==> config.mk <==
export PLATFORM = sky130hd
export DESIGN_NAME = interrupt_sequencer
export DESIGN_NICKNAME = d
export VERILOG_FILES = /design/src/rtl/interrupt_sequencer.sv
export SDC_FILE = /design/constraint.sdc
export NUM_CORES = 1
export LEC_CHECK = 0
export CAP_MARGIN = 5
export CORE_MARGIN = 10
export CORE_UTILIZATION = 47
export DETAILED_ROUTE_END_ITERATION = 7
export PLACE_DENSITY = 0.83
export SLEW_MARGIN = 40
export SYNTH_ARGS = -nofsm -noshare
export SYNTH_HDL_FRONTEND = slang
export SYNTH_SLANG_ARGS = --single-unit
export TNS_END_PERCENT = 10
==> constraint.sdc <==
create_clock -name clk -period 2.65 [get_ports clk]
set_clock_uncertainty 0.1 [all_clocks]
set_input_delay 0.53 -clock clk [delete_from_list [all_inputs] [get_ports clk]]
set_output_delay 0.53 -clock clk [all_outputs]
set_load 0.03 [all_outputs]
### Wires at chosen ports, followed through buffers

Drawn at 3 px/um.
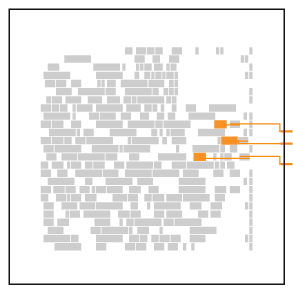
port	color	bits	direction	end cells	wire
`flags`	orange	3	input	3	84.0 um
boundary pin count: 93
Port Buffers: 60

### I/O pins on the die edge

Drawn at 4 px/um. Pins as bars across the die edge, other pins in gray.
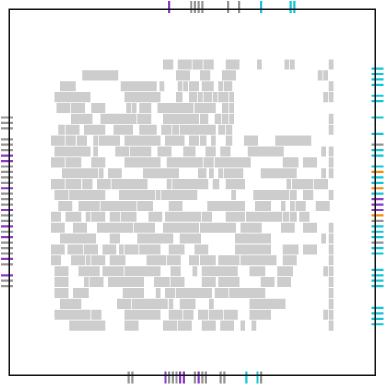
port	color	pins	direction	edge
`push_data`	purple	16	output	8 left, 4 bottom, 3 right, 1 top
`flags`	orange	3	input	right
`pc_vector`	cyan	32	output	27 right, 3 top, 2 bottom
die height: 91.14 um
Die X-Extent: 91.14 um

==> flow_metrics.py <==
# Metrics from the implementation run
metrics = {
    "status": {
        "outcome": "completed",
    },
    "synthesis": {
        "topCellsByArea": "dfrtp_1 47%, mux2_4 11%, buf_4 10%",
        "syn_inst": 198,
        "top_area_share_pct": 47.34,
        "ys_area_mm2": 0.002379,
        "yosys_warnings": 0,
        "synth_area_per_cell_um2": 12.01,
    },
    "critical_path": {
        "worstPathArrival_ns": 1.76,
        "critical_path_class": "register to output port",
        "crit_path_start_kind": "register",
        "r2r_slack_ns": 0.85,
        "end_kind": "output port",
    },
    "global_route": {
        "grt_first_pass_wirelength_mm": 8.735,
        "grt_use_total_pct": 12.65,
        "grt_overflow": 0,
    },
    "finish": {
        "largest_register_ffs": 32,
        "fill_cells": 407,
        "syn2layout_area_growth_pct": 24.41,
        "lay_top_cells": "45 x dfrtp_1, 41 x clkdlybuf4s50_1, 33 x conb_1",
    },
    "die": {
        "fp-row-count": 25,
        "chipArea_mm2": 0.008307,
    },
    "power": {
        "vdd_drop_max_uv": 607.4,
        "p_total_uw": 3682,
        "leakagePower_uw": 0.001386,
        "power_density_mw_per_mm2": 1244,
    },
    "timing": {
        "rsz0062_at_grt": "false",
        "drv_slew": 0,
        "fin_hold_ws_ns": 0.1178,
        "finalClockPeriodUsage_pct": 90.20,
    },
    "cts": {
        "root_buffer": "clkbuf_8",
        "cts_buffers": 5,
        "cts_resized": 0,
        "htreeDepth": 2,
        "clkSinkCount": 46,
        "clk_pin_slew_worst_paths_ns": 0.08,
    },
    "drt": {
        "ant_nets": 0,
        "drt_first_pass_iters": 4,
        "wire_per_inst_um": 16.07,
        "vias": 1535,
    },
    "run": {
        "warnings": 26,
    },
}
-- synth_stat cells (3+ instances only) --
master   instances
mux2_4          17
dfrtp_1         45
buf_6            3
nand2_1          7
mux2i_1         17
buf_4           32
buf_2            5
a21oi_1          3
o21ai_0          8
nor2_1          19
mux2_2          18
inv_1            4
-- cells by family (layout without fill, tap and decap cells) --
family | Yosys count | in the layout | share of synthesized area (%)
muxes | 52 | 52 | 26.41
DFF | 46 | 46 | 48.45
buffers and inverters | 46 | 77 | 13.52
and+or+nand+nor | 34 | 34 | 6.208
AOI/OAI and AO/OA | 15 | 15 | 3.840
other | 2 | 33 | 0.3157
xor gates and xnor gates | 2 | 2 | 0.7366
adders and majority gates | 1 | 1 | 0.5260
-- through the flow --
step	instances	instance area (um2)	utilization (%)	setup slack (ns)
after floorplan	229	2495	-	0.5028
after global placement	321	2877	59.71	0.5870
after detailed placement	321	2877	59.71	0.5640
after CTS	327	2959	61.43	0.2498
after global routing	327	2959	61.43	0.1377
final	327	2959	61.43	0.2596
-- worst max-delay path, cell delays in order, from the launching register on --
cell             delay (ns)
dfrtp_1                0.47
nor2_2                 0.19
nand2_1                0.07
nand2_1                0.08
clkdlybuf4s50_1        0.66
-- layer usage --
metal / up-vias / share of wire (%) / global-route usage [%]
li1: 720 / - / -
met1: 742 / 42 / 14.31
met2: 71 / 45 / 20.29
met3: 2 / 12 / 7.737
met4: 0 / 0.25 / 2.089
met5: - / 0 / 0
-- area by class of cell --
class                           count  area, um2  area share, %
Inverter                            4      15.01         0.5074
Sequential cell                    46       1152          38.94
Tap cell                           67      83.83          2.833
Clock buffer                        6      82.58          2.791
Multi-Input combinational cell    137       1022          34.55
Timing Repair Buffer               67      603.1          20.38
-- power breakdown --
group          total [uW]  internal, uW  switching (uW)
clock                 415           201             214
combinational        2010           973            1030
sequential           1260          1030             225
Power and IR drop assume default switching activity.
